## src/rtl/ram_arbiter_pkg.sv

```systemverilog
// Shared types and defaults for the two-requester RAM arbiter.
package ram_arbiter_pkg;

  typedef enum logic [1:0] {
    IDLE   = 2'd0,
    ACCESS = 2'd1,
    DONE   = 2'd2
  } arb_state_e;

  typedef enum logic {
    GNT_CPU = 1'b0,
    GNT_VID = 1'b1
  } gnt_owner_e;

  localparam int RAM_LAT_DEF      = 2;
  localparam int CPU_MAX_WAIT_DEF = 4;

  function automatic logic [3:0] sat_inc(input logic [3:0] v, input logic [3:0] lim);
    return (v >= lim) ? v : v + 4'd1;
  endfunction

endpackage

```

## src/rtl/ram_arb_cpu_port.sv

```systemverilog
// CPU side of the arbiter: strobe edge detection, request latch and the pending flag.
module ram_arb_cpu_port
  import ram_arbiter_pkg::*;
#(
  parameter int ADDR_W = 20,
  parameter int DATA_W = 8
) (
  input  logic              clk_i,
  input  logic              rst_i,
  input  logic [ADDR_W-1:0] addr_i,
  input  logic [DATA_W-1:0] data_i,
  input  logic              mem_r_i,
  input  logic              mem_w_i,
  input  logic              busy_i,
  input  logic              take_i,
  output logic              pend_o,
  output logic [ADDR_W-1:0] addr_o,
  output logic [DATA_W-1:0] data_o,
  output logic              write_o
);

  logic              hist_r_q, hist_w_q;
  logic              pend_q, pend_d;
  logic [ADDR_W-1:0] addr_q, addr_d;
  logic [DATA_W-1:0] data_q, data_d;
  logic              write_q, write_d;
  logic              rise_r, rise_w, capture;

  assign rise_r  = mem_r_i & ~hist_r_q;
  assign rise_w  = mem_w_i & ~hist_w_q;
  // New edges are dropped while a request is latched or being served.
  assign capture = (rise_r | rise_w) & ~pend_q & ~busy_i;

  always_comb begin
    pend_d  = pend_q;
    addr_d  = addr_q;
    data_d  = data_q;
    write_d = write_q;
    if (take_i) begin
      pend_d = 1'b0;
    end
    if (capture) begin
      pend_d  = 1'b1;
      addr_d  = addr_i;
      data_d  = data_i;
      write_d = rise_w;
    end
  end

  // History resets high so a strobe already asserted at reset release is not an edge.
  always_ff @(posedge clk_i) begin
    if (rst_i) begin
      hist_r_q <= 1'b1;
      hist_w_q <= 1'b1;
      pend_q   <= 1'b0;
      addr_q   <= '0;
      data_q   <= '0;
      write_q  <= 1'b0;
    end else begin
      hist_r_q <= mem_r_i;
      hist_w_q <= mem_w_i;
      pend_q   <= pend_d;
      addr_q   <= addr_d;
      data_q   <= data_d;
      write_q  <= write_d;
    end
  end

  assign pend_o  = pend_q;
  assign addr_o  = addr_q;
  assign data_o  = data_q;
  assign write_o = write_q;

endmodule

```

## src/rtl/ram_arbiter.sv

```systemverilog
// Shares one RAM port between the CPU memory path and the video fetcher.
// state  | meaning
// IDLE   | no access; evaluate video/CPU grant
// ACCESS | RAM strobe held for RAM_LAT cycles, read data sampled on the last edge
// DONE   | one-cycle ack/ready pulse, strobes low
module ram_arbiter
  import ram_arbiter_pkg::*;
#(
  parameter int ADDR_W       = 20,
  parameter int DATA_W       = 8,
  parameter int RAM_LAT      = RAM_LAT_DEF,
  parameter int CPU_MAX_WAIT = CPU_MAX_WAIT_DEF
) (
  input  logic              iClk,
  input  logic              iRst,
  input  logic [ADDR_W-1:0] iCpuAddr,
  input  logic [DATA_W-1:0] iCpuDataW,
  input  logic              iCpuMemR,
  input  logic              iCpuMemW,
  output logic [DATA_W-1:0] oCpuDataR,
  output logic              oCpuReady,
  input  logic              iVidReq,
  input  logic [ADDR_W-1:0] iVidAddr,
  output logic              oVidAck,
  output logic [DATA_W-1:0] oVidData,
  output logic [ADDR_W-1:0] oRamAddr,
  output logic [DATA_W-1:0] oRamDataW,
  output logic              oRamR,
  output logic              oRamW,
  input  logic [DATA_W-1:0] iRamDataR
);

  localparam logic [3:0] LAT_LOAD = 4'(RAM_LAT - 1);
  localparam logic [3:0] MAX_WAIT = 4'(CPU_MAX_WAIT);

  arb_state_e        state_q, state_d;
  gnt_owner_e        owner_q, owner_d;
  logic              write_q, write_d;
  logic [3:0]        lat_q, lat_d;
  logic [3:0]        starve_q, starve_d;
  logic [ADDR_W-1:0] ram_addr_q, ram_addr_d;
  logic [DATA_W-1:0] ram_wdata_q, ram_wdata_d;
  logic [DATA_W-1:0] cpu_rdata_q, cpu_rdata_d;
  logic [DATA_W-1:0] vid_data_q, vid_data_d;

  logic              cpu_pend, cpu_write, cpu_busy, cpu_take, starved;
  logic [ADDR_W-1:0] cpu_addr;
  logic [DATA_W-1:0] cpu_data;

  assign cpu_busy = (state_q != IDLE) && (owner_q == GNT_CPU);
  assign starved  = cpu_pend && (starve_q >= MAX_WAIT);

  ram_arb_cpu_port #(
    .ADDR_W (ADDR_W),
    .DATA_W (DATA_W)
  ) u_cpu_port (
    .clk_i   (iClk),
    .rst_i   (iRst),
    .addr_i  (iCpuAddr),
    .data_i  (iCpuDataW),
    .mem_r_i (iCpuMemR),
    .mem_w_i (iCpuMemW),
    .busy_i  (cpu_busy),
    .take_i  (cpu_take),
    .pend_o  (cpu_pend),
    .addr_o  (cpu_addr),
    .data_o  (cpu_data),
    .write_o (cpu_write)
  );

  always_comb begin
    state_d     = state_q;
    owner_d     = owner_q;
    write_d     = write_q;
    lat_d       = lat_q;
    starve_d    = starve_q;
    ram_addr_d  = ram_addr_q;
    ram_wdata_d = ram_wdata_q;
    cpu_rdata_d = cpu_rdata_q;
    vid_data_d  = vid_data_q;
    cpu_take    = 1'b0;
    case (state_q)
      IDLE: begin
        if (iVidReq && !starved) begin
          state_d    = ACCESS;
          owner_d    = GNT_VID;
          write_d    = 1'b0;
          lat_d      = LAT_LOAD;
          ram_addr_d = iVidAddr;
          if (cpu_pend) begin
            starve_d = sat_inc(starve_q, MAX_WAIT);
          end
        end else if (cpu_pend) begin
          state_d     = ACCESS;
          owner_d     = GNT_CPU;
          write_d     = cpu_write;
          lat_d       = LAT_LOAD;
          ram_addr_d  = cpu_addr;
          ram_wdata_d = cpu_data;
          starve_d    = '0;
          cpu_take    = 1'b1;
        end
      end
      ACCESS: begin
        if (lat_q == 4'd0) begin
          state_d = DONE;
          if (owner_q == GNT_VID) begin
            vid_data_d = iRamDataR;
          end else if (!write_q) begin
            cpu_rdata_d = iRamDataR;
          end
        end else begin
          lat_d = lat_q - 4'd1;
        end
      end
      DONE: begin
        state_d = IDLE;
      end
      default: begin
        state_d = IDLE;
      end
    endcase
    if (!cpu_pend) begin
      starve_d = '0;
    end
  end

  always_ff @(posedge iClk) begin
    if (iRst) begin
      state_q     <= IDLE;
      owner_q     <= GNT_CPU;
      write_q     <= 1'b0;
      lat_q       <= '0;
      starve_q    <= '0;
      ram_addr_q  <= '0;
      ram_wdata_q <= '0;
      cpu_rdata_q <= '0;
      vid_data_q  <= '0;
    end else begin
      state_q     <= state_d;
      owner_q     <= owner_d;
      write_q     <= write_d;
      lat_q       <= lat_d;
      starve_q    <= starve_d;
      ram_addr_q  <= ram_addr_d;
      ram_wdata_q <= ram_wdata_d;
      cpu_rdata_q <= cpu_rdata_d;
      vid_data_q  <= vid_data_d;
    end
  end

  assign oRamR     = (state_q == ACCESS) && !write_q;
  assign oRamW     = (state_q == ACCESS) && write_q;
  assign oRamAddr  = ram_addr_q;
  assign oRamDataW = ram_wdata_q;
  assign oVidAck   = (state_q == DONE) && (owner_q == GNT_VID);
  assign oCpuReady = (state_q == DONE) && (owner_q == GNT_CPU);
  assign oVidData  = vid_data_q;
  assign oCpuDataR = cpu_rdata_q;

endmodule

```

## config.mk

```make
export PLATFORM = sky130hd
export DESIGN_NAME = ram_arbiter
export DESIGN_NICKNAME = d
export VERILOG_FILES = /design/src/rtl/ram_arbiter_pkg.sv /design/src/rtl/ram_arb_cpu_port.sv /design/src/rtl/ram_arbiter.sv
export SDC_FILE = /design/constraint.sdc
export NUM_CORES = 1
export LEC_CHECK = 0
export CELL_PAD_IN_SITES_DETAIL_PLACEMENT = 1
export CELL_PAD_IN_SITES_GLOBAL_PLACEMENT = 2
export CORE_MARGIN = 2
export CORE_UTILIZATION = 25
export CTS_CLUSTER_SIZE = 14
export DETAILED_ROUTE_END_ITERATION = 12
export GPL_ROUTABILITY_DRIVEN = 0
export GPL_TIMING_DRIVEN = 0
export PLACE_DENSITY = 0.73
export SYNTH_ARGS = -nofsm -noshare
export SYNTH_HDL_FRONTEND = slang
export SYNTH_HIERARCHICAL = 1
export SYNTH_SLANG_ARGS = --single-unit
```

## constraint.sdc

```tcl
create_clock -name iClk -period 1.8 [get_ports iClk]
set_input_delay 0.36 -clock iClk [delete_from_list [all_inputs] [get_ports iClk]]
set_output_delay 0.36 -clock iClk [all_outputs]
set_load 0.05 [all_outputs]
```

==> run_1/pdn.png <==
Drawn at 4 px/um. Pins as bars on the die edge.
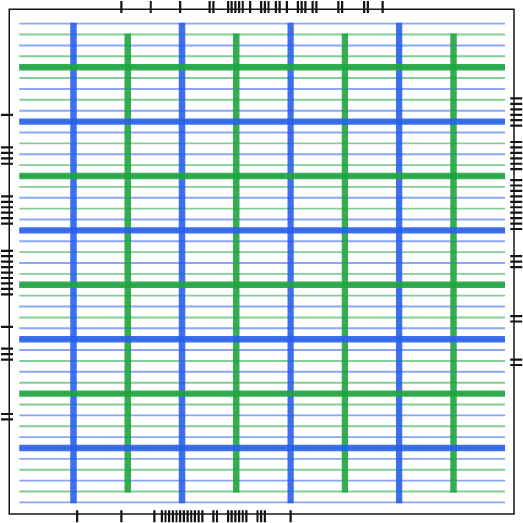
| color | net |
|---|---|
| green | VDD |
| blue | VSS |
rows: 44
signal pins: 109
met4 straps: 8
met5 straps: 8
met1 rails: 45

==> run_1/final_placement.png <==
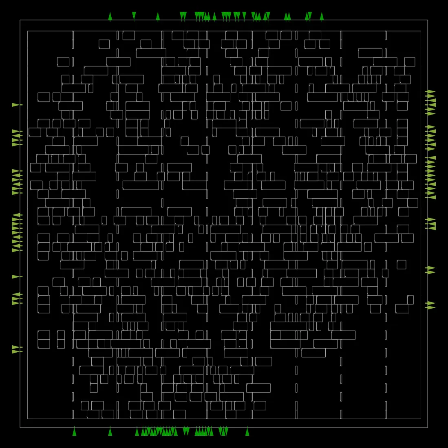
Util after Layout: 0.371
Flops: 88
Fillers: 1,706
Post-Layout Cell Count: 716

==> run_1/zoom.png <==
Region (38, 63) to (88, 113) um. Cells in gray, sequential cells in the stronger gray; small squares are vias.
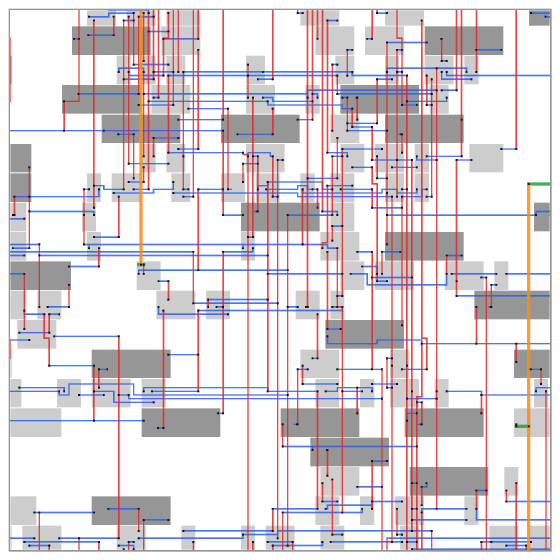
| color | layer |
|---|---|
| blue | met1 |
| red | met2 |
| orange | met4 |
| green | met3 |
sequential cells in the window: 19
netlist names of flops here include: oRamAddr (10), u_cpu_port/addr_o (7)
cells with their middle in the window: 99
most frequent: dfxtp_1 (19), nand2b_1 (17), nor2_1 (11)

==> Changelog: implementation, run 1 <==
## Implementation

* Final-report hold violation count at 0
* Antenna-violating nets left at 0
* Top routing layer used: met4
* Design Area, Final at 5390 um2
* Comb pwr at 1320 uW
* Chip Area, Yosys at 3710 um2
* Met2 usage in global routing at 0.247
* Reg2reg path depth at 7
* Skew final at 8.01 ps
* Placed inst area at 5020 um2
* Main logic family: simple AND/OR/NAND/NOR gates
* Grt ovf at 0
* Sequential power at 2220 uW
* Pwr dens at 1030 nW/um2
* Area delta synth->final at 45.2%
* Gr busiest metal: met2
* Crit path cell chain: nor2b_4 > and2_1 > buf_2
* Total GRT Usage at 0.147
* Cts bufs inserted at 9
* Hold WS at 453 ps
* Comb. cell area at 1850 um2
* Async SR Flop Fraction at 0
* Late-Pin Clk Latency at 340 ps
* Dpl ws at -619 ps
* Buffer share of cell area at 0.222
* Via count at 3,236
* Layout clock buffers at 11
* Mux share at 0.124
* Final setup TNS at 0 ps
* Combinational Power Share at 0.238
* Max power group: sequential cells
* Register Area at 1770 um2
* Synth unique cells at 39
* Clock buffers and inverters, area share at 0.0597
* First-pass GRT wire length at 18,200 um
* Post-synthesis simple-gate area fraction at 0.234
* Clock Sink Count at 88
* Synthesized area at 3710 um2
* Final net count at 591
* Top cells by count, synth: dfxtp_1 (88), nand2b_1 (59), mux2i_1 (46), nor2_1 (45), nand2_1 (40)
* Register share of total power at 0.399
* CTS-repair resized insts at 81
* Fraction of area in multi-input gates at 0.344
* Crit path time final at 1710 ps
* Flop2flop setup slack at 110 ps
* Setup repair bufs after CTS at 6
* Worst-path fanout max at 6
* Clock buffer depth at 2
* Mi-comb count at 287
* Antenna fix cells at 0
* Net Count, Synth at 469
* Final period util at 0.948
* # IOs at 109
* FMAX at 0.586 GHz
* CTS tree: yes
* Die Wd at 126 um
* Int Power at 3880 uW
* Final Setup Violations at 0
* Rows at 44
* Tapcells at 184
* Crit path launch type: register
* Worst-path clk slew at 60 ps
* Hold path startpoint: iRst
* Die outline area at 15,800 um2
* DRT iter0 DRCs at 121
* Top cell type's share of synthesized area at 0.475
* Post-Synth Adder-Cell Area at 0.0101
* Met1 wire length at 4970 um
* GR Util met1 at 0.181
* Worst Setup SP: state_q[0]
* Data arrival, critical path at 1350 ps
* FP Core Util at 0.255
* Inverter count at 4
* Drt wl/cell at 15.6 um
* Port Buffers at 107
* Hold Crit Depth at 2
* Seq/total area at 0.329
* Clock Power at 2020 uW
* Top class by area: multi-input combinational cells
* Outcome: completed
* Slowest cell on the critical path: dfxtp_2
* H-tree levels at 3
* Top Layout Cells: dfxtp_1 (82), nand2b_1 (58), clkdlybuf4s50_1 (58)
* Register share after synthesis at 0.475
* Dpl cells at 696
* Largest net degree at the start of global routing at 15
* Maximum vdd ir drop at 0.000456 V
* Worst setup path endpoint: oRamW
* LEAKAGE at 0.00220 uW
* WS Path Type: reg -> out
* Hold Path Sink: u_cpu_port/write_o
* Critical R2R Capture: oCpuDataR[4]
* Initial antenna violation count at 0
* Layout cells sized above 1 at 0.102
* Most numerous logic cell after layout: dfxtp_1
* Dpl hpwl at 8260 um
* Synth area leaders: dfxtp_1 (47%), mux2i_1 (12%), nand2b_1 (9.9%), a21oi_1 (4.6%), nor2_1 (4.6%)
* Total power at 5560 uW
* Levels on crit path at 3
* Max Transition Viols Final at 0
* Dominant flop cell: dfxtp_1
* Worst reg2reg startpoint: lat_q[1]
* Syn Area/Cell at 9.16 um2
* Vias in the first global route at 3,445
* Clock Power Share at 0.363
* Xor/xnor share at 0
* Met2 wire len at 5420 um
* PnR worst setup slack at 92.7 ps
* Grt met3 use at 0.0327
* Flops out of synthesis at 88
--- run 2 (diff from run 1) ---
Settings changed: ABC_AREA from default to 1, CORE_UTILIZATION 25 to 24.
==> Changelog: implementation, run 2 <==
## Implementation

* Largest net degree at the start of global routing at 17 (+2)
* Comb. cell area at 1970 um2 (+6.6%)
* FMAX at 0.580 GHz (-0.98%)
* Mi-comb count at 411 (+43%)
* Grt ovf at 0 (unchanged)
* Comb pwr at 1960 uW (+48%)
* Seq/total area at 0.299 (-0.0300)
* Number of enable flip-flop cells at 0
* Synthesized area at 4250 um2 (+14%)
* Met2 wire len at 6020 um (+11%)
* Flop2flop setup slack at 170 ps (+60 ps)
* Critical path's top delay family: buffers and inverters
* Total power at 6330 uW (+14%)
* Hold Crit Depth at 2 (unchanged)
* Dominant flop cell: dfxtp_1
* DR pass1 iterations at 4
* Layout clock buffers at 9 (-2)
* Final setup TNS at 0 ps (unchanged)
* CTS-repair resized insts at 69 (-15%)
* Fillers at 2,163 (+27%)
* FP Core Util at 0.246 (-0.00974)
* Final period util at 0.958 (+0.00938)
* CP max stage delay at 360 ps
* Final Setup Violations at 0 (unchanged)
* Gr busiest metal: met2
* Outcome: completed
* Port Buffers at 107 (unchanged)
* H-tree levels at 3 (unchanged)
* LEAKAGE at 0.00281 uW (+27%)
* # IOs at 109 (unchanged)
* Reg2reg path depth at 7 (unchanged)
* Final net count at 793 (+34%)
* Main logic family: simple AND/OR/NAND/NOR gates
* Register share after synthesis at 0.415 (-0.0600)
* Dpl ws at -469 ps (+149 ps)
* Critical R2R Capture: u_cpu_port/data_o[6]
* Dpl cells at 943 (+35%)
* Warnings from Yosys at 6
* Tapcells at 225 (+22%)
* Grt met3 use at 0.0300 (-0.00271)
* Clock Power at 2060 uW (+2%)
* Setup repair bufs after CTS at 0 (-6)
* Drt wl/cell at 13.3 um (-15%)
* Sequential power at 2310 uW (+4%)
* Max power group: sequential cells
* Antenna-violating nets left at 0 (unchanged)
* Worst-path clk slew at 70 ps (about the same)
* Via count at 4,013 (+24%)
* Net Count, Synth at 675 (+44%)
* Levels on crit path at 4 (+1)
* Inverter count at 78 (+74)
* Hold WS at 457 ps (+4.34 ps)
* Worst Max-Slew Pin Slew at 558 ps
* Worst setup path endpoint: oRamW
* Setup crit end kind: primary output
* Slew HR at 0.630
* Met2 usage in global routing at 0.230 (-0.0171)
* First-pass GRT wire length at 20,300 um (+12%)
* MaxCap Viol Count at 0
* Synth unique cells at 28 (-28%)
* Rows at 48 (+9.1%)
* Post-synth top area cell: dfxtp_1
* Xor/xnor share at 0.00206 (+0.00206)
* Mux share at 0 (-0.124)
* DRT Wirelength at 12,800 um
* Combinational Power Share at 0.309 (+0.071)
* Via density at 4.18
* Register share of total power at 0.365 (-0.034)
* Pwr dens at 1070 nW/um2 (+4.0%)
* Syn Area/Cell at 6.95 um2 (-24%)
* RSZ-0062 raised after global routing: yes
* Flops out of synthesis at 88 (unchanged)
* Chip Area, Yosys at 4250 um2 (+14%)
* Placed inst area at 5610 um2 (+12%)
* Most numerous cell in the Yosys netlist: nand2_1
* Top class by area: multi-input combinational cells
* DRT iter0 DRCs at 77 (-36%)
* Cts bufs inserted at 9 (unchanged)
* Late-Pin Clk Latency at 350 ps (about the same)
* Final-report hold violation count at 0 (unchanged)
* Fraction of area in multi-input gates at 0.335 (-0.00895)
* Clock buffer depth at 2 (unchanged)
* WS Path Type: reg -> out
* Syn Inst Count at 611
* CTS tree: yes
* Post-synthesis simple-gate area fraction at 0.387 (+0.153)
* Worst reg2reg startpoint: owner_q
* Register Area at 1760 um2 (-0.49%)
* Top Layout Cells: nand2_1 (119), nand3_1 (92), dfxtp_1 (87)
* Antenna fix cells at 0 (unchanged)
* Skew final at 8.88 ps (+0.869 ps)
* Buffer share of cell area at 0.213 (-0.00923)
* Root buf cell: clkbuf_16
* Layout cells sized above 1 at 0.149 (+0.0470)
* HP Class: reg -> reg
* Yosys cell count at 611
* Most numerous logic cell after layout: nand2_1
* Post-Synth Adder-Cell Area at 0.00884 (-0.00128)
* Clock buffers and inverters, area share at 0.0554 (-0.00432)
* Die outline area at 18,800 um2 (+19%)
* OpenROAD warnings at 28
* Cts hold-fix bufs at 0
* Sw frac at 0.357
* Clock Sink Count at 88 (unchanged)
* WP buf/inv at 2
* Util after Layout at 0.341 (-0.0297)
* Top routing layer used: met4
* Crit path time final at 1720 ps (+16.9 ps)
* Crit path cell chain: inv_2 > nand2_1 > nor2_1 > clkbuf_4
* Max Transition Viols Final at 0 (unchanged)
* Data arrival, critical path at 1360 ps (about the same)
* Post-Layout Cell Count at 959 (+34%)
* Top cells by count, synth: nand2_1 (119), nand3_1 (92), dfxtp_1 (88), nor2_1 (84), inv_1 (71)
* Hold Path Sink: starve_q[3]
* Worst Setup SP: state_q[1]
* Psw at 2260 uW
* GR Util met1 at 0.184 (+0.00319)
* Vias in the first global route at 3,991 (+16%)
* Worst-path fanout max at 4 (-2)
* Met3 WL at 493 um
* Initial antenna violation count at 0 (unchanged)
* Flops at 88 (unchanged)
* Crit path launch type: register
* Total GRT Usage at 0.141 (-0.00632)
* Int Power at 4070 uW (+4.9%)
* Dpl hpwl at 10,300 um (+25%)
* Met1 wire length at 6140 um (+24%)
* Synth area leaders: dfxtp_1 (41%), nand3_1 (11%), nand2_1 (11%), nor2_1 (7.4%), inv_1 (6.3%)
* Slowest cell on the critical path: dfxtp_1
* Clock Power Share at 0.326 (-0.037)
* Top cell type's share of synthesized area at 0.415 (-0.0600)
* Hold path startpoint: starve_q[3]
* Crit path DRT at 1440 ps
* Async SR Flop Fraction at 0 (unchanged)
==> run_2/drive_strength.png <==
Drawn at 2 px/um.
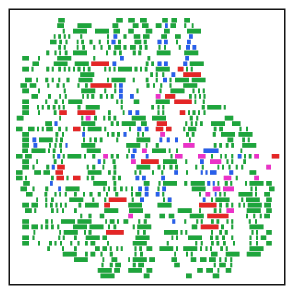
| color | size | cells |
|---|---|---|
| blue | drive 2 | 65 |
| magenta | drive 3 to 4 | 19 |
| green | drive 1 or less | 625 |
| red | drive 6 and up | 25 |
PnR worst setup slack: 75.8 ps
Design Area, Final: 5900 um2
area delta synth->final: 38.9%
non-clock buffer count: 141

==> run_2/pdn.png <==
Drawn at 3 px/um. Pins as bars on the die edge.
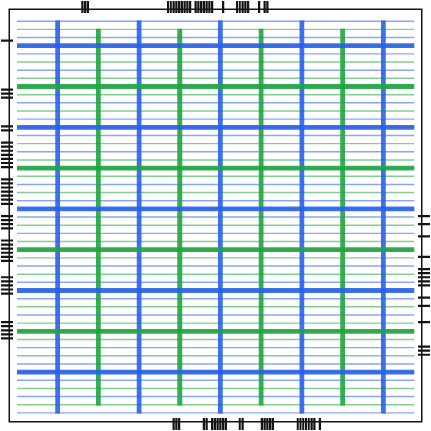
| color | net |
|---|---|
| blue | VSS |
| green | VDD |
met1 rails: 49
rows: 48
signal pins: 109
Die Ht: 137 um
Core Area: 17,300 um2
maximum vdd ir drop: 0.000487 V
Die Wd: 137 um

--- run 3 (diff from run 2) ---
Settings changed: CORE_UTILIZATION 24 to 26, PLACE_DENSITY 0.73 to 0.76.
Clock period 1.8 ns to 1.88 ns, I/O delays scaled along.
==> Changelog: implementation, run 3 <==
## Implementation

* FP Core Util at 0.266 (+0.0208)
* Synth unique cells at 28 (unchanged)
* WP buf/inv at 1 (-1)
* Inverter count at 78 (unchanged)
* Syn Area/Cell at 6.95 um2 (unchanged)
* Final net count at 793 (unchanged)
* Max power group: sequential cells
* Top class by area: multi-input combinational cells
* Clock Power Share at 0.294 (-0.032)
* Syn Inst Count at 611 (unchanged)
* Hold Crit Depth at 2 (unchanged)
* Register share after synthesis at 0.415 (unchanged)
* Largest net degree at the start of global routing at 13 (-4)
* Data arrival, critical path at 1470 ps (+110 ps)
* Top Layout Cells: nand2_1 (119), nand3_1 (92), dfxtp_1 (87)
* Core Area at 15,900 um2 (-7.8%)
* CP max stage delay at 800 ps (+440 ps)
* Vias in the first global route at 4,187 (+4.9%)
* Pwr dens at 993 nW/um2 (-7.5%)
* Met2 usage in global routing at 0.250 (+0.0199)
* Net Count, Synth at 675 (unchanged)
* Via density at 4.29 (+2.4%)
* Final period util at 0.981
* Top cells by count, synth: nand2_1 (119), nand3_1 (92), dfxtp_1 (88), nor2_1 (84), inv_1 (71)
* Worst Setup SP: oVidData[6]
* Final Setup Violations at 0 (unchanged)
* MaxCap Viol Count at 0 (unchanged)
* RSZ-0062 raised after global routing: no
* Psw at 2060 uW (-8.8%)
* Synthesized area at 4250 um2 (unchanged)
* FMAX at 0.542 GHz
* Flops at 88 (unchanged)
* Synth area leaders: dfxtp_1 (41%), nand3_1 (11%), nand2_1 (11%), nor2_1 (7.4%), inv_1 (6.3%)
* Final-report hold violation count at 0 (unchanged)
* Antenna-violating nets left at 0 (unchanged)
* HP Class: reg -> reg
* Gr busiest metal: met2
* H-tree levels at 3 (unchanged)
* Buffer share of cell area at 0.220 (+0.00724)
* Worst reg2reg startpoint: owner_q
* Maximum vdd ir drop at 0.000425 V (-13%)
* Sequential power at 2220 uW (-4%)
* Cts hold-fix bufs at 0 (unchanged)
* Clock Sink Count at 88 (unchanged)
* Slew HR at 0.634 (+0.00420)
* Outcome: completed
* Flop2flop setup slack at 210 ps (+40 ps)
* Most numerous cell in the Yosys netlist: nand2_1
* # IOs at 109 (unchanged)
* Die Ht at 132 um (-3.8%)
* Met3 WL at 341 um (-31%)
* Rows at 46 (-4.2%)
* Crit path time final at 1840 ps
* Met1 wire length at 6290 um (+2.4%)
* GR Util met1 at 0.198 (+0.0137)
* Main logic family: simple AND/OR/NAND/NOR gates
* DRT iter0 DRCs at 144 (+87%)
* Warnings from Yosys at 6 (unchanged)
* Mi-comb count at 411 (unchanged)
* Comb. cell area at 1960 um2 (-0.57%)
* LEAKAGE at 0.00290 uW (+3.2%)
* Reg2reg path depth at 7 (unchanged)
==> run_3/drive_strength.png <==
Drawn at 2 px/um.
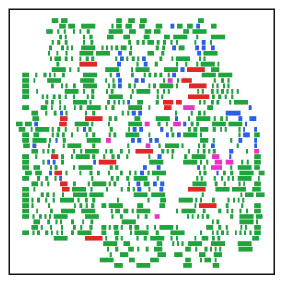
| color | size | cells |
|---|---|---|
| red | drive 6 and up | 20 |
| green | drive 1 or less | 631 |
| magenta | drive 3 to 4 | 12 |
| blue | drive 2 | 69 |

==> run_3/wire_density.png <==
Drawn at 3 px/um. The die is cut into 26 by 26 equal tiles; dark purple is low, yellow is high, scaled to the fullest tile. Values are wire area over tile area, all layers added.
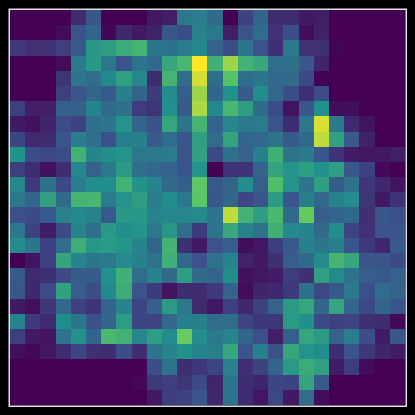
fullest tile: 0.40
tiles over half the peak: 15%
emptiest ninth of the die: upper right
Total GRT Usage: 0.151
via count: 4,064
drt wl/cell: 13.6 um
DRT Wirelength: 12,900 um

Power figures rest on the tool's default switching activity, not on a simulated workload.
